<file path="src/rtl/dm_cache_ctrl.sv">
// Direct-mapped write-through cache controller with burst refill and no-write-allocate stores.
// Optional hit/miss statistics ports are enabled by defining CACHE_STATS_EN.
module dm_cache_ctrl #(
  parameter int ADDR_W = 10,
  parameter int DATA_W = 32,
  parameter int SETS   = 32,
  parameter int WORDS  = 4
) (
  input  logic              clk,
  input  logic              reset,
  input  logic              cpu_valid,
  input  logic              cpu_we,
  input  logic [ADDR_W-1:0] cpu_addr,
  input  logic [DATA_W-1:0] cpu_wdata,
  input  logic              flush,
  output logic              cpu_busy,
  output logic              cpu_ready,
  output logic [DATA_W-1:0] cpu_rdata,
  output logic              cpu_hit,
  output logic              mem_rd_req,
  output logic [ADDR_W-1:0] mem_rd_addr,
  input  logic              mem_rvalid,
  input  logic [DATA_W-1:0] mem_rdata,
  output logic              mem_wr_req,
  output logic [ADDR_W-1:0] mem_wr_addr,
  output logic [DATA_W-1:0] mem_wdata,
  input  logic              mem_wr_ack
`ifdef CACHE_STATS_EN
  ,
  output logic [15:0]       hit_cnt,
  output logic [15:0]       miss_cnt
`endif
);

  localparam int OFF_W = $clog2(WORDS);
  localparam int IDX_W = $clog2(SETS);
  localparam int TAG_W = ADDR_W - IDX_W - OFF_W;
  localparam logic [OFF_W-1:0] LAST_BEAT = OFF_W'(WORDS - 1);

  typedef enum logic [2:0] {IDLE, RESP, WRITE, REFILL, FILLRESP} state_t;

  state_t            state;
  logic [SETS-1:0]   valid;
  logic [TAG_W-1:0]  tags [SETS];
  logic [DATA_W-1:0] data [SETS][WORDS];

  logic [TAG_W-1:0]  req_tag;
  logic [IDX_W-1:0]  req_idx;
  logic [OFF_W-1:0]  req_off;
  logic              hit_q;
  logic [OFF_W-1:0]  beat;

  logic [TAG_W-1:0]  a_tag;
  logic [IDX_W-1:0]  a_idx;
  logic [OFF_W-1:0]  a_off;
  logic              accept;
  logic              hit;

  assign a_tag    = cpu_addr[ADDR_W-1:IDX_W+OFF_W];
  assign a_idx    = cpu_addr[IDX_W+OFF_W-1:OFF_W];
  assign a_off    = cpu_addr[OFF_W-1:0];
  assign accept   = cpu_valid && (state == IDLE) && !flush;
  assign hit      = valid[a_idx] && (tags[a_idx] == a_tag);
  assign cpu_busy = (state != IDLE);

  // Tag and data storage carry no reset; only the valid bits define line state.
  always_ff @(posedge clk) begin
    if (accept && cpu_we && hit)
      data[a_idx][a_off] <= cpu_wdata;
    if (state == REFILL && mem_rvalid) begin
      data[req_idx][beat] <= mem_rdata;
      if (beat == LAST_BEAT)
        tags[req_idx] <= req_tag;
    end
  end

  always_ff @(posedge clk or posedge reset) begin
    if (reset) begin
      state       <= IDLE;
      valid       <= '0;
      beat        <= '0;
      req_tag     <= '0;
      req_idx     <= '0;
      req_off     <= '0;
      hit_q       <= 1'b0;
      cpu_ready   <= 1'b0;
      cpu_rdata   <= '0;
      cpu_hit     <= 1'b0;
      mem_rd_req  <= 1'b0;
      mem_rd_addr <= '0;
      mem_wr_req  <= 1'b0;
      mem_wr_addr <= '0;
      mem_wdata   <= '0;
    end else begin
      cpu_ready <= 1'b0;
      case (state)
        IDLE: begin
          if (flush) begin
            valid <= '0;
          end else if (cpu_valid) begin
            req_tag <= a_tag;
            req_idx <= a_idx;
            req_off <= a_off;
            hit_q   <= hit;
            if (cpu_we) begin
              state       <= WRITE;
              mem_wr_req  <= 1'b1;
              mem_wr_addr <= cpu_addr;
              mem_wdata   <= cpu_wdata;
            end else if (hit) begin
              state     <= RESP;
              cpu_ready <= 1'b1;
              cpu_hit   <= 1'b1;
              cpu_rdata <= data[a_idx][a_off];
            end else begin
              state       <= REFILL;
              mem_rd_req  <= 1'b1;
              mem_rd_addr <= {a_tag, a_idx, {OFF_W{1'b0}}};
              beat        <= '0;
            end
          end
        end
        RESP, FILLRESP: state <= IDLE;
        // Store completion reuses RESP so cpu_ready stays a registered one-cycle pulse.
        WRITE: begin
          if (mem_wr_ack) begin
            mem_wr_req <= 1'b0;
            cpu_ready  <= 1'b1;
            cpu_hit    <= hit_q;
            state      <= RESP;
          end
        end
        REFILL: begin
          if (mem_rvalid) begin
            beat <= beat + 1'b1;
            // Capture the requested word as it streams past instead of re-reading the array.
            if (beat == req_off)
              cpu_rdata <= mem_rdata;
            if (beat == LAST_BEAT) begin
              valid[req_idx] <= 1'b1;
              mem_rd_req     <= 1'b0;
              cpu_ready      <= 1'b1;
              cpu_hit        <= 1'b0;
              beat           <= '0;
              state          <= FILLRESP;
            end
          end
        end
        default: state <= IDLE;
      endcase
    end
  end

`ifdef CACHE_STATS_EN
  always_ff @(posedge clk or posedge reset) begin
    if (reset) begin
      hit_cnt  <= '0;
      miss_cnt <= '0;
    end else if (state == IDLE && flush) begin
      hit_cnt  <= '0;
      miss_cnt <= '0;
    end else if (cpu_ready) begin
      if (cpu_hit) begin
        if (hit_cnt != '1) hit_cnt <= hit_cnt + 1'b1;
      end else begin
        if (miss_cnt != '1) miss_cnt <= miss_cnt + 1'b1;
      end
    end
  end
`endif

endmodule

</file>
<file path="config.mk">
export PLATFORM = sky130hd
export DESIGN_NAME = dm_cache_ctrl
export DESIGN_NICKNAME = d
export VERILOG_FILES = /design/src/rtl/dm_cache_ctrl.sv
export SDC_FILE = /design/constraint.sdc
export NUM_CORES = 2
export LEC_CHECK = 0
export CAP_MARGIN = 40
export CORE_UTILIZATION = 55
export CTS_BUF_LIST = sky130_fd_sc_hd__clkbuf_8
export DETAILED_ROUTE_END_ITERATION = 7
export PLACE_DENSITY_LB_ADDON = 0.1
export RECOVER_POWER = 50
export SYNTH_ARGS = -nofsm -noshare
export SYNTH_HDL_FRONTEND = slang
export SYNTH_MEMORY_MAX_BITS = 65536
export SYNTH_SLANG_ARGS = --single-unit
</file>
<file path="constraint.sdc">
create_clock -name clk -period 14.8 [get_ports clk]
set_clock_uncertainty 0.1 [all_clocks]
set_input_delay 2.96 -clock clk [delete_from_list [all_inputs] [get_ports clk]]
set_output_delay 2.96 -clock clk [all_outputs]
set_load 0.005 [all_outputs]
</file>
==> impl_metrics.tcl <==
# yosys + openroad results
set metrics [dict create \
    buf_share_pct 2.82 \
    ff_count 4326 \
    clk_pin_slew_ns 0.06 \
    cp-end-kind "flip-flop" \
    yosys_area_um2 166000 \
    p_sw_mw 6.68 \
    drv_cap 66 \
    cts_tree "done" \
    maxSlewHeadroom_pct -171 \
    mi_logic_area_um2 35300 \
    cp.depth 7 \
    switching_share_pct 25.7 \
    crit_end "data[6][34]" \
    top_layer_used "met5" \
    maxSlewViolCount 3308 \
    area_delta_synth_final_pct 13.1 \
    fin_crit_sh_pct 75.7 \
    yosys.area_share.adder_pct 0.0302 \
    diodes 19 \
    r2r-end "data[6][34]" \
    dp_cells 11600 \
    dieHeight_um 551 \
    track_usage_pct 32.5 \
    simple_gate_share_pct 2.12 \
    p_comb_share_pct 9.5 \
    synthTopCellsByCount "4192 x edfxtp_1, 1091 x mux4_2, 327 x nand2_1" \
    final_cell_mix "4192 x edfxtp_1, 1091 x mux4_2, 698 x clkbuf_8, 333 x buf_4, 325 x nand2_1" \
    synth-edff-count 4192 \
    met2WireLength_um 220000 \
    finalHoldViolations 0 \
    outcome "finished with violations" \
    drive_above_1_share_pct 28.7 \
    ctsResizeCount 0 \
    rsz0062_at_grt "false" \
    violations "capacitance limit, slew limit" \
    ir_drop_mv 0.0969 \
    power.density_nw_per_um2 139 \
    top_usage_layer "met2" \
    viasPerCell 6.68 \
    cp-start-kind "input pin" \
    pin_count 170 \
    cp_slowest_stage_delay_ns 2.76 \
    r2r_start "state[1]" \
    synthAoiAreaFrac_pct 2.25 \
    maxPowerGroup "sequential cells" \
    numClockSinks 4326 \
    gr-total-overflow 0 \
    fmax_ghz 0.0893 \
    largest_cell_class "registers" \
    seq_share_pct 69.0 \
    fin_area_um2 187000 \
    openroad.warnings 42 \
    critPathLaunch "mem_rvalid" \
    tns_ns 0 \
    ys_cells 7445 \
    layout.cells.non_filler 12800 \
    path_common_cell "nand2_1" \
    cp_slowest_cell "clkbuf_1" \
]
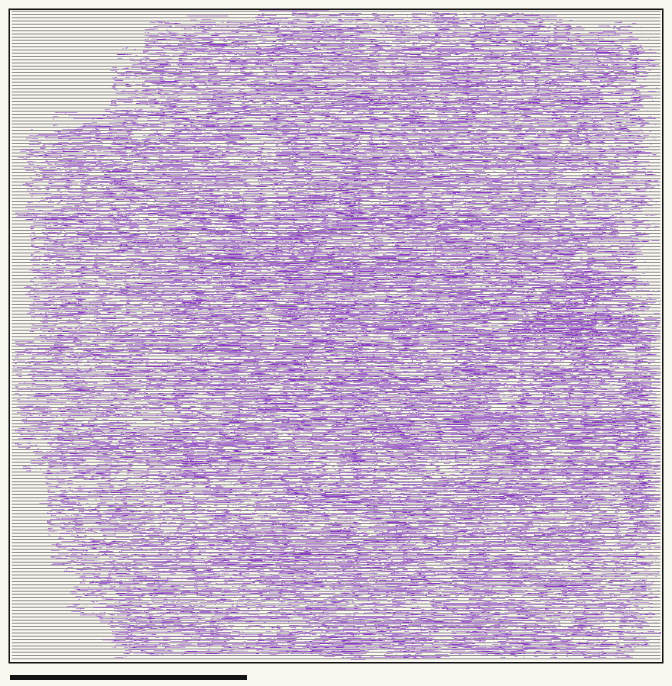
**Above:** M1 wires.
Bar = 200 µm. Supply wires on this layer in grey.
main direction = horizontal
nets with wire on the layer = 8104
total vias in the final route: 85.6k
GRT met1 Usage: 47.0%

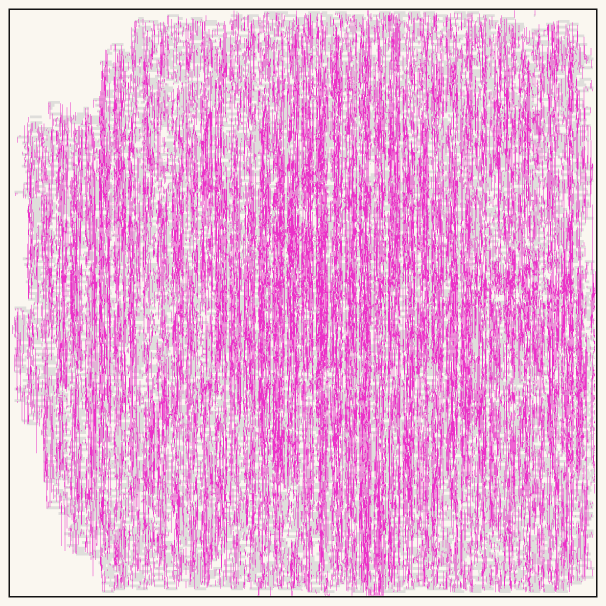
**Above:** met2 routing.
Cells faint in the background.
main direction = vertical
share of all routed wire = 45%

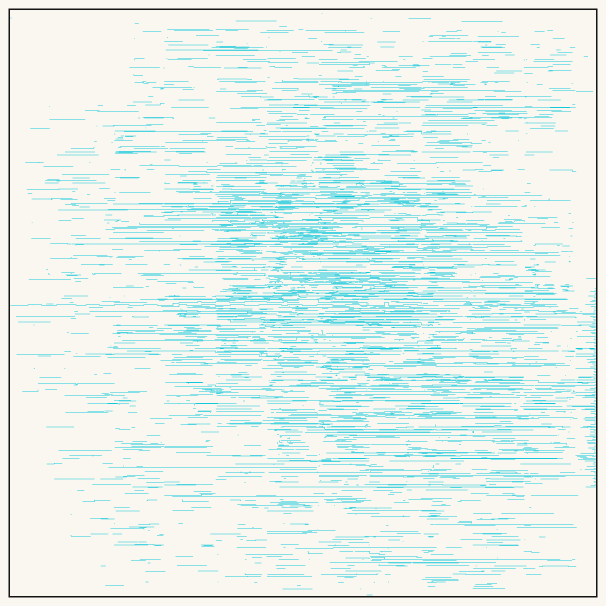
**Above:** met3 routing.
share of all routed wire = 12%
longest straight run = 273 µm
nets with wire on the layer = 1137

